$ cat config.mk
export PLATFORM = sky130hd
export DESIGN_NAME = alu_md
export DESIGN_NICKNAME = d
export VERILOG_FILES = /design/src/rtl/alu_md.sv
export SDC_FILE = /design/constraint.sdc
export NUM_CORES = 1
export LEC_CHECK = 0
export ABC_AREA = 1
export CAP_MARGIN = 0
export CELL_PAD_IN_SITES_DETAIL_PLACEMENT = 1
export CELL_PAD_IN_SITES_GLOBAL_PLACEMENT = 1
export CORE_MARGIN = 2
export CORE_UTILIZATION = 35
export DETAILED_ROUTE_END_ITERATION = 8
export PLACE_DENSITY = 0.82
export SETUP_SLACK_MARGIN = 0.4
export SLEW_MARGIN = 30
export SYNTH_ARGS = -nofsm -noshare
export SYNTH_HDL_FRONTEND = slang
export SYNTH_SLANG_ARGS = --single-unit
$ cat constraint.sdc
create_clock -name clk -period 4.8 [get_ports clk]
set_input_delay 0.48 -clock clk [delete_from_list [all_inputs] [get_ports clk]]
set_output_delay 0.48 -clock clk [all_outputs]
set_load 0.01 [all_outputs]
$ cat src/rtl/alu_md.sv
// alu_md: execute-stage ALU plus an iterative multiply/divide unit with HI/LO.
//
// The single-cycle ALU result (EXALU) is purely combinational and never
// depends on the mul/div unit. The mul/div unit is a three-state FSM
// (IDLE -> RUN for W cycles -> FIX for one cycle -> IDLE). Its datapath is
// shared between multiply and divide:
//   r_acc : upper half of the product (multiply) / partial remainder (divide)
//   r_q   : multiplier shifting out, product low half shifting in (multiply)
//           dividend shifting out, quotient bits shifting in (divide)
//   r_b   : multiplicand (multiply) / divisor (divide)
// Signed operations run on magnitudes; FIX re-applies the signs.
//
// Handshake: MDVALID qualifies MDOP/EXA/EXB for the cycle in which it is high.
// An op is accepted on a rising clk edge where MDVALID=1 and MDBUSY=0. While
// MDBUSY=1, MDVALID is ignored (nothing is queued), so the pipeline must hold
// any MDOP/MFHI/MFLO until MDBUSY drops. MDDONE marks the first idle cycle
// after a multiply/divide; a new op may be accepted in that same cycle.
module alu_md #(
    parameter int W      = 32,
    parameter int SH_LSB = 6
) (
    input  logic         clk,
    input  logic         rst,
    input  logic [3:0]   EALUC,
    input  logic [W-1:0] EXA,
    input  logic [W-1:0] EXB,
    output logic [W-1:0] EXALU,
    input  logic [2:0]   MDOP,
    input  logic         MDVALID,
    output logic         MDBUSY,
    output logic         MDDONE,
    output logic         DIVZERO,
    output logic [W-1:0] HI,
    output logic [W-1:0] LO
);

    localparam int SW = $clog2(W);

    // FSM encoding
    localparam logic [1:0] S_IDLE = 2'b00;
    localparam logic [1:0] S_RUN  = 2'b01;
    localparam logic [1:0] S_FIX  = 2'b10;

    // MDOP encoding (000 and 111 are no-ops)
    localparam logic [2:0] OP_MULT  = 3'b001;
    localparam logic [2:0] OP_MULTU = 3'b010;
    localparam logic [2:0] OP_DIV   = 3'b011;
    localparam logic [2:0] OP_DIVU  = 3'b100;
    localparam logic [2:0] OP_MTHI  = 3'b101;
    localparam logic [2:0] OP_MTLO  = 3'b110;

    // Number of RUN iterations, one per operand bit
    localparam logic [SW:0] CNT_INIT = (SW+1)'(W);

    // ------------------------------------------------------------------
    // Single-cycle ALU
    // ------------------------------------------------------------------
    logic [SW-1:0] w_sh;
    logic          w_slt;
    logic          w_sltu;

    assign w_sh   = EXB[SH_LSB +: SW];
    assign w_slt  = $signed(EXA) < $signed(EXB);
    assign w_sltu = EXA < EXB;

    // Decode EALUC into the combinational result; unlisted codes give zero
    always_comb begin
        EXALU = '0;
        case (EALUC)
            4'b0010, 4'b0011: EXALU = EXA + EXB;
            4'b0110, 4'b1110: EXALU = EXA - EXB;
            4'b0000:          EXALU = EXA & EXB;
            4'b0001:          EXALU = EXA | EXB;
            4'b1100:          EXALU = EXA ^ EXB;
            4'b1010:          EXALU = ~(EXA | EXB);
            4'b0111:          EXALU = {{(W-1){1'b0}}, w_slt};
            4'b0101:          EXALU = {{(W-1){1'b0}}, w_sltu};
            4'b1000:          EXALU = EXA << w_sh;
            4'b1001:          EXALU = EXA >> w_sh;
            4'b1011:          EXALU = $signed(EXA) >>> w_sh;
            4'b1111:          EXALU = {EXB[W/2-1:0], {(W/2){1'b0}}};
            4'b0100:          EXALU = EXA;
            default:          EXALU = '0;
        endcase
    end

    // ------------------------------------------------------------------
    // Multiply / divide unit
    // ------------------------------------------------------------------
    logic [1:0]   r_state;
    logic [SW:0]  r_cnt;
    logic [W-1:0] r_acc;
    logic [W-1:0] r_q;
    logic [W-1:0] r_b;
    logic         r_is_div;
    logic         r_neg_q;   // product / quotient must be negated in FIX
    logic         r_neg_r;   // remainder must be negated in FIX
    logic         r_dz;      // divide with a zero divisor
    logic [W-1:0] r_hi;
    logic [W-1:0] r_lo;
    logic         r_done;
    logic         r_divz;

    logic         w_accept;
    logic         w_start;
    logic         w_signed;
    logic         w_isdiv;
    logic [W-1:0] w_a_mag;
    logic [W-1:0] w_b_mag;

    assign w_accept = MDVALID && (r_state == S_IDLE);
    assign w_start  = w_accept && ((MDOP == OP_MULT) || (MDOP == OP_MULTU) ||
                                   (MDOP == OP_DIV)  || (MDOP == OP_DIVU));
    assign w_signed = (MDOP == OP_MULT) || (MDOP == OP_DIV);
    assign w_isdiv  = (MDOP == OP_DIV)  || (MDOP == OP_DIVU);
    // The most negative value maps onto itself, which is the correct
    // unsigned magnitude 2^(W-1).
    assign w_a_mag  = (w_signed && EXA[W-1]) ? -EXA : EXA;
    assign w_b_mag  = (w_signed && EXB[W-1]) ? -EXB : EXB;

    // One shift-add step: add the multiplicand if the current multiplier bit
    // is set, then shift {acc, q} right by one, catching the carry.
    logic [W:0]   w_msum;
    assign w_msum = {1'b0, r_acc} + (r_q[0] ? {1'b0, r_b} : {(W+1){1'b0}});

    // One restoring-divide step: shift the next dividend bit into the
    // partial remainder and subtract the divisor if it fits. The remainder
    // stays below the divisor, so the difference always fits in W bits.
    logic [W:0]   w_dshift;
    logic         w_dge;
    logic [W-1:0] w_ddiff;
    assign w_dshift = {r_acc, r_q[W-1]};
    assign w_dge    = w_dshift >= {1'b0, r_b};
    assign w_ddiff  = w_dshift[W-1:0] - r_b;

    logic [W-1:0] w_step_acc;
    logic [W-1:0] w_step_q;

    // Select the next datapath value for the running operation
    always_comb begin
        if (r_is_div) begin
            w_step_acc = w_dge ? w_ddiff : w_dshift[W-1:0];
            w_step_q   = {r_q[W-2:0], w_dge};
        end else begin
            w_step_acc = w_msum[W:1];
            w_step_q   = {w_msum[0], r_q[W-1:1]};
        end
    end

    // Sign correction applied in FIX. The overflow case -2^(W-1) / -1 needs
    // no special handling: both signs cancel and the unsigned quotient
    // 2^(W-1) is already the required bit pattern, with remainder 0.
    logic [2*W-1:0] w_prod;
    logic [2*W-1:0] w_prod_fix;
    logic [W-1:0]   w_quo;
    logic [W-1:0]   w_rem;
    assign w_prod     = {r_acc, r_q};
    assign w_prod_fix = r_neg_q ? -w_prod : w_prod;
    assign w_quo      = r_neg_q ? -r_q : r_q;
    // With a zero divisor the remainder register holds |EXA|; restoring the
    // dividend sign gives EXA back exactly.
    assign w_rem      = r_neg_r ? -r_acc : r_acc;

    // FSM and iteration counter
    always_ff @(posedge clk or posedge rst) begin
        if (rst) begin
            r_state <= S_IDLE;
            r_cnt   <= '0;
        end else begin
            case (r_state)
                S_IDLE: begin
                    if (w_start) begin
                        r_state <= S_RUN;
                        r_cnt   <= CNT_INIT;
                    end
                end
                S_RUN: begin
                    r_cnt <= r_cnt - 1'b1;
                    if (r_cnt == {{SW{1'b0}}, 1'b1}) begin
                        r_state <= S_FIX;
                    end
                end
                S_FIX: begin
                    r_state <= S_IDLE;
                end
                default: begin
                    r_state <= S_IDLE;
                end
            endcase
        end
    end

    // Operand latch on accept, then one iteration per RUN cycle
    always_ff @(posedge clk or posedge rst) begin
        if (rst) begin
            r_acc    <= '0;
            r_q      <= '0;
            r_b      <= '0;
            r_is_div <= 1'b0;
            r_neg_q  <= 1'b0;
            r_neg_r  <= 1'b0;
            r_dz     <= 1'b0;
        end else if (w_start) begin
            r_acc    <= '0;
            r_q      <= w_isdiv ? w_a_mag : w_b_mag;
            r_b      <= w_isdiv ? w_b_mag : w_a_mag;
            r_is_div <= w_isdiv;
            r_neg_q  <= w_signed && (EXA[W-1] ^ EXB[W-1]);
            r_neg_r  <= w_signed && w_isdiv && EXA[W-1];
            r_dz     <= w_isdiv && (EXB == '0);
        end else if (r_state == S_RUN) begin
            r_acc <= w_step_acc;
            r_q   <= w_step_q;
        end
    end

    // HI/LO: direct moves on accept, mul/div results on the edge leaving FIX
    always_ff @(posedge clk or posedge rst) begin
        if (rst) begin
            r_hi <= '0;
            r_lo <= '0;
        end else if (w_accept && (MDOP == OP_MTHI)) begin
            r_hi <= EXA;
        end else if (w_accept && (MDOP == OP_MTLO)) begin
            r_lo <= EXA;
        end else if (r_state == S_FIX) begin
            if (r_is_div) begin
                r_hi <= w_rem;
                r_lo <= r_dz ? '1 : w_quo;
            end else begin
                {r_hi, r_lo} <= w_prod_fix;
            end
        end
    end

    // Completion pulses, high for the cycle after HI/LO update
    always_ff @(posedge clk or posedge rst) begin
        if (rst) begin
            r_done <= 1'b0;
            r_divz <= 1'b0;
        end else begin
            r_done <= (r_state == S_FIX);
            r_divz <= (r_state == S_FIX) && r_is_div && r_dz;
        end
    end

    assign MDBUSY  = (r_state != S_IDLE);
    assign MDDONE  = r_done;
    assign DIVZERO = r_divz;
    assign HI      = r_hi;
    assign LO      = r_lo;

endmodule

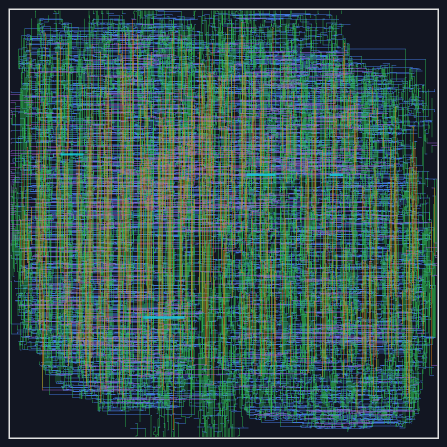
Figure 1: run 1, signal wires by layer.
Drawn at 1.5 px/um.
layer	colour	wire length
metal 3	purple	14400 um
metal 2	green	78.1 mm
metal 1	blue	65.9 mm
metal 4	orange	19500 um
metal 5	cyan	64.4 um

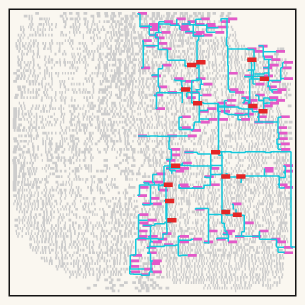
Figure 2: run 1, clock wires, drivers and flops.
Drawn at 1 px/um.
[flip-flops] magenta | count: 174
[clock drivers] red | count: 17
[clock wires] cyan | length: 2970 um
routed clock nets	18
Setup Skew: 19.89 ps
clock power share: 0.309

==> flow_metrics.env, run 1 <==
# source this file to load flow results
export IMPL_first_pass_iters=5
export IMPL_hpwl_mm=146.2
export IMPL_crit_reg2reg_launch="r_q[0]$_DFFE_PP0P_"
export IMPL_stdcell_count=6239
export IMPL_setup_tns_ps=0
export IMPL_layout_top_cell="nand2_1"
export IMPL_ys_seq_share=0.1576
export IMPL_ys_seq_elements=174
export IMPL_drt_iter0_markers=3909
export IMPL_grt_pass1_vias=36880
export IMPL_rsz0062_at_grt="true"
export IMPL_p_seq_frac=0.296
export IMPL_grtUsageMet3=0.07752
export IMPL_ys_sh_aoi=0.1837
export IMPL_fin_util=0.4079
export IMPL_slew_headroom=0.2476
export IMPL_port_buffers=172
export IMPL_synth_main_ff_cell="dfrtp_1"
export IMPL_syn_avg_cell_area_um2=5.563
export IMPL_dp_cells=6199
export IMPL_nets=5419
export IMPL_switching_power_mw=2.141
export IMPL_grt_use_met2=0.6714
export IMPL_clkTransAtPathRegs_ps=90
export IMPL_drc=0
export IMPL_cts_root_buffer="clkbuf_16"
export IMPL_met3_length_mm=14.42
export IMPL_drv_slew=0
export IMPL_grt_pass1_wl_mm=253.8
export IMPL_reg2reg_to="r_acc[29]$_DFFE_PP0P_"
export IMPL_grtUsageTotal=0.4274
export IMPL_grt_ovfl_total=0
export IMPL_ys_cells=4965
export IMPL_final_area_mm2=0.03207
export IMPL_top_cell_area_share=0.2226
export IMPL_ys_warn_count=0
export IMPL_busiest_layer="met2"
export IMPL_ff2ff_path_depth=19
export IMPL_worst_path_buf_inv=6
export IMPL_synthTopLogicFamily="simple AND/OR/NAND/NOR gates"
export IMPL_crit_path_start="EXB[25]"
export IMPL_mostFrequentLayoutCells="nand2_1 (1638), inv_1 (633), nor2_1 (477)"
export IMPL_syn_to_final_growth_pct=16.10
export IMPL_grt_util_met1=0.4981
export IMPL_fmaxAchievable_mhz=230.1
export IMPL_status="finished, final reports clean"
export IMPL_xor_share=0.02759
export IMPL_met1_length_mm=65.86
export IMPL_htree_levels=4
export IMPL_combPwrFrac=0.394
export IMPL_top_layer="met5"
export IMPL_power_leakage_nw=16.27
export IMPL_fp_row_count=103
export IMPL_grt_start_max_net_pins=125
export IMPL_synth_adder_area_share=0.08126
export IMPL_period_used=0.9052
export IMPL_placed_area_mm2=0.03135
export IMPL_worst_hold_slack_ps=291.3
export IMPL_ios=173
export IMPL_path_class="in -> out"
export IMPL_die_w_um=284.9
export IMPL_largest_area_cell="nand2_1"
export IMPL_synthTopCellsByArea="nand2_1 (22%), dfrtp_1 (16%), inv_1 (8.7%), ha_1 (7.8%), nand3_1 (7.8%)"
export IMPL_gp_congestion=1.093
export IMPL_worst_pin_slew_ps=1117
export IMPL_die_size_y_um=284.9
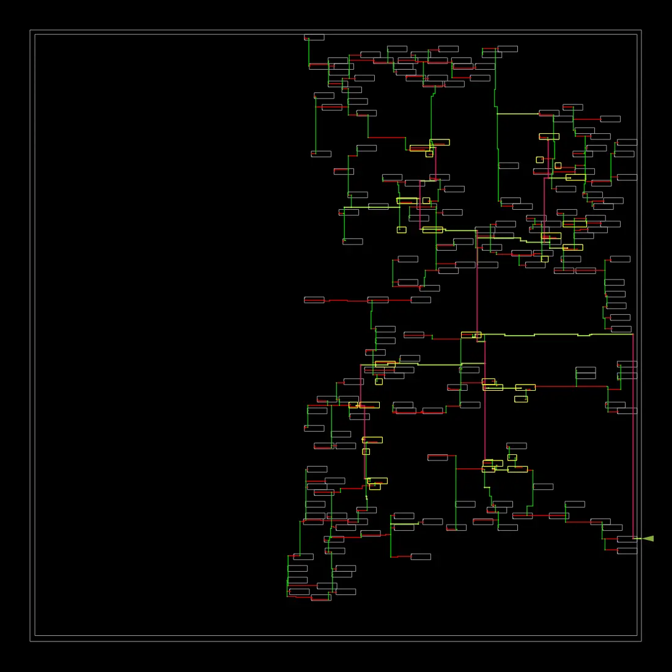
Figure 3: run 1, the clock network.
clock buf count: 18
# clock sinks: 174
Late-Pin Clk Latency: 480 ps

==> run 1: how the worst max path moves through the flow <==
stage / to / slack, ps / cells after the start
final: EXALU[25] / 450 / 12
after global routing: EXALU[30] / 370 / 14
after CTS: EXALU[0] / 420 / 19
after detailed placement: EXALU[22] / 410 / 13
after global placement: EXALU[22] / 390 / 13
after floorplan: EXALU[19] / 1650 / 14
==> run 1: power groups by stage <==
stage	clock [mW]	combinational [mW]	sequential (mW)
2_1_floorplan	0	0.887	1.49
3_3_place_gp	0	1.84	1.49
3_5_place_dp	0	1.84	1.49
4_1_cts	1.53	1.85	1.46
5_1_grt	1.57	2.02	1.46
6_report	1.53	1.95	1.46
==> run 1: Yosys cell counts (18+ instances only) <==
cell / count
nand2_1: 1638
inv_1: 637
nor2_1: 482
nand3_1: 430
o21ai_0: 333
a21oi_1: 264
dfrtp_1: 174
ha_1: 173
clkbuf_1: 89
xor2_1: 77
nand4_1: 74
o211ai_1: 71
buf_2: 70
nor3_1: 60
o22ai_1: 38
nand3b_1: 26
o21ai_1: 25
o221ai_1: 25
o21bai_1: 24
o21a_1: 19
inv_2: 18
==> run 1: repair_timing <==
| action | CTS | global route |
|---|---|---|
| setup endpoints to repair | 1 | 24 |
| resized | 1 | 27 |
| hold buffers | 0 | 0 |
==> run 1: layout make-up <==
| cell class | instances | area (um^2) | share of cell area |
|---|---|---|---|
| multi-input combinational | 3944 | 20040 | 0.6249 |
| sequential | 174 | 4357 | 0.1359 |
| timing repair buffer | 367 | 3223 | 0.1005 |
| inverter | 664 | 2504 | 0.07807 |
| tap | 1050 | 1314 | 0.04097 |
| clock buffer | 18 | 439.2 | 0.01369 |
| clock inverter | 14 | 172.7 | 0.005384 |
| antenna | 8 | 20.02 | 0.0006242 |
==> run 2: changes to the inputs <==
- CTS_CLUSTER_SIZE: unset -> 28
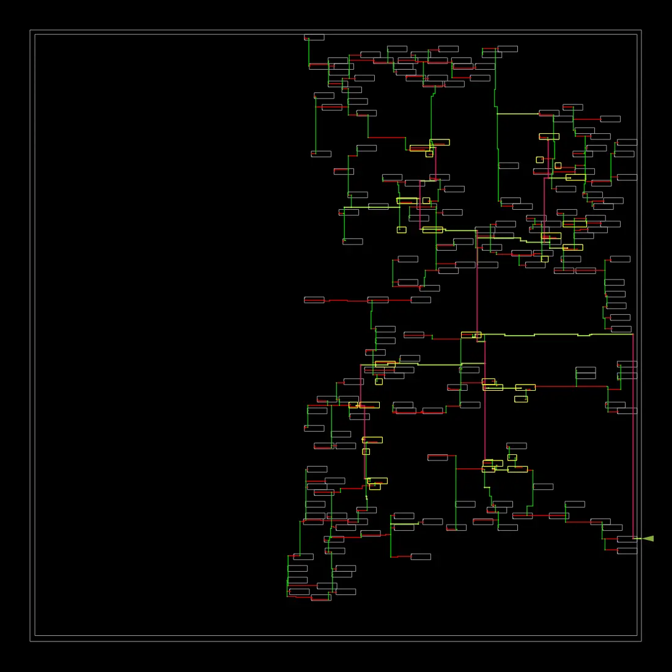
Figure 4: run 2, the clock network.
Clock Power: 1.53 mW
registers: 174
Num CTS Buffers: 17

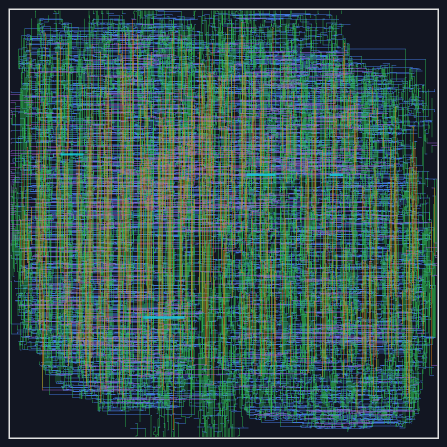
Figure 5: run 2, signal wires by layer.
Drawn at 1.5 px/um.
layer	colour	wire length
metal 4	orange	19500 um
metal 3	purple	14400 um
metal 2	green	78.1 mm
metal 1	blue	65.9 mm
metal 5	cyan	64.4 um

==> flow_metrics.env, run 2 <==
# source this file to load flow results
export IMPL_top_cell="nand2_1"
export IMPL_hold_class="in -> async"
export IMPL_reg2reg_to="r_acc[29]$_DFFE_PP0P_"
export IMPL_cp_cell_sequence="clkdlybuf4s50_1 > inv_1 > ha_1 > inv_1 > o21ai_0 > nor4_1 > buf_4 > nand3_1 > nor2_1 > buf_4 > nand3_1 > clkdlybuf4s50_1"
export IMPL_crit_cells=12
export IMPL_ant_nets=0
export IMPL_warning_count=103
export IMPL_post_cts_setup_buffers=0
export IMPL_worst_pin_slew_ps=1117
export IMPL_die_w_um=284.9
export IMPL_timing_critical_path_slowest_cell_delay_ps=640
export IMPL_drt_iter0_markers=3909
export IMPL_report_final_setup_viol=0
export IMPL_syn_to_final_growth_pct=16.10
export IMPL_seq_area_mm2=0.004357
export IMPL_grt_ovfl_total=0
export IMPL_yosysChipArea_mm2=0.02762
export IMPL_gp_congestion=1.093
export IMPL_ys_warn_count=0
export IMPL_finalHoldViolations=0
export IMPL_core_mm2=0.07861
export IMPL_fp_nets=5216
export IMPL_grtUsageTotal=0.4274
export IMPL_grt_start_max_net_pins=125
export IMPL_synthCells=4965
export IMPL_fp_row_count=103
export IMPL_grt_pass1_wl_mm=253.8
export IMPL_drv_cap=0
export IMPL_power_leakage_nw=16.27
export IMPL_synthArstFlopShare=1.000
export IMPL_regToRegSetupSlack_ps=1370
export IMPL_vdd_drop_max_mv=0.2665
export IMPL_syn_avg_cell_area_um2=5.563
export IMPL_status="finished, final reports clean"
export IMPL_slew_headroom=0.2476
export IMPL_ys_seq_elements=174
export IMPL_critPathRequiredTime_ps=4320
export IMPL_ys_seq_share=0.1576
export IMPL_worst_hold_slack_ps=291.3
export IMPL_crit_family="buffers and inverters"
export IMPL_largest_area_cell="nand2_1"
export IMPL_ios=173
export IMPL_setup_tns_ps=0
export IMPL_first_pass_iters=5
export IMPL_cts_root_buffer="clkbuf_16"
export IMPL_path_class="in -> out"
export IMPL_htree_levels=4
export IMPL_crit_path_end_kind="primary output"
export IMPL_fillers=10980
export IMPL_powerDensity_mw_per_mm2=154.1
export IMPL_synthTopCellsByCount="nand2_1 (1638), inv_1 (637), nor2_1 (482)"
export IMPL_cts_resized=1
export IMPL_worst_path_buf_inv=6
export IMPL_layout_top_cell="nand2_1"
export IMPL_nets=5419
export IMPL_fmaxAchievable_mhz=230.1
export IMPL_clock_latency_late_pin_ps=480
export IMPL_top_cell_area_share=0.2226
export IMPL_synth_area_mm2=0.02762
export IMPL_setup_slack_ps=454.8
export IMPL_synth_main_ff_cell="dfrtp_1"
export IMPL_slowest_stage="o21ai_0"
export IMPL_grt_pass1_vias=36880
export IMPL_antenna_found_initial=11
export IMPL_place_ws_ps=412.0
export IMPL_edf_count=0
export IMPL_rsz0062_at_grt="true"
export IMPL_drc=0
export IMPL_postCtsHoldBufs=0
export IMPL_port_buffers=172
export IMPL_drv_slew=0
export IMPL_path_max_fanout=7
export IMPL_skew_ps=19.89
export IMPL_synthTopCellsByArea="nand2_1 (22%), dfrtp_1 (16%), inv_1 (8.7%), ha_1 (7.8%), nand3_1 (7.8%)"
export IMPL_mostFrequentLayoutCells="nand2_1 (1638), inv_1 (633), nor2_1 (477)"
export IMPL_period_used=0.9052
export IMPL_clkTransAtPathRegs_ps=90
export IMPL_crit_reg2reg_launch="r_q[0]$_DFFE_PP0P_"
export IMPL_ys_cells=4965
export IMPL_hpwl_mm=146.2
export IMPL_die_size_y_um=284.9
export IMPL_logic_area_mm2=0.02004
export IMPL_cts_sinks=174
export IMPL_start_kind="input pin"
export IMPL_ff2ff_path_depth=19
-- run 2: logic make-up after synthesis --
group,after synthesis,synth area share
buffers and inverters,847,0.1214
adder cells (fa/ha/maj),177,0.08126
multiplexers,7,0.002537
AND/OR/NAND/NOR,2797,0.4259
flip-flops,174,0.1576
XOR/XNOR,87,0.02759
AND-OR/OR-AND,876,0.1837
-- run 2: metrics by stage --
step	power (mW)	cell area, um^2	instances	utilization
2_1_floorplan	2.381	27630	4965	-
3_3_place_gp	3.329	31340	6199	0.3987
3_5_place_dp	3.334	31350	6199	0.3987
4_1_cts	4.839	31960	6231	0.4065
5_1_grt	5.057	32050	6232	0.4077
6_report	4.940	32070	6239	0.4079
-- run 2: worst max-delay path by stage --
stage            start         to  slack, ps
3_5_place_dp   EXA[20]  EXALU[22]        410
6_report       EXB[25]  EXALU[25]        450
4_1_cts         EXA[0]   EXALU[0]        420
5_1_grt         EXA[1]  EXALU[30]        370
2_1_floorplan  EXB[10]  EXALU[19]       1650
3_3_place_gp   EXA[20]  EXALU[22]        390
-- run 2: layout make-up --
| type | count | area share |
|---|---|---|
| multi-input combinational | 3944 | 0.6249 |
| sequential | 174 | 0.1359 |
| timing repair buffer | 367 | 0.1005 |
| inverter | 664 | 0.07807 |
| tap | 1050 | 0.04097 |
| clock buffer | 18 | 0.01369 |
| clock inverter | 14 | 0.005384 |
| antenna | 8 | 0.0006242 |
-- run 2: per-layer routing --
layer  share of wire  wire length [um]  global-route usage
met1            0.37             65860              0.4981
met2            0.44             78130              0.6714
met3           0.081             14420             0.07752
met4            0.11             19470              0.3835
met5         0.00036                64                   0
-- run 2: report_power, final --
group | total (mW) | internal, mW | switching [mW]
combinational | 1.95 | 0.574 | 1.37
clock | 1.53 | 0.761 | 0.767
sequential | 1.46 | 1.46 | 0
total | 4.94 | 2.80 | 2.14
Power figures rest on the tool's default switching activity, not on a simulated workload.
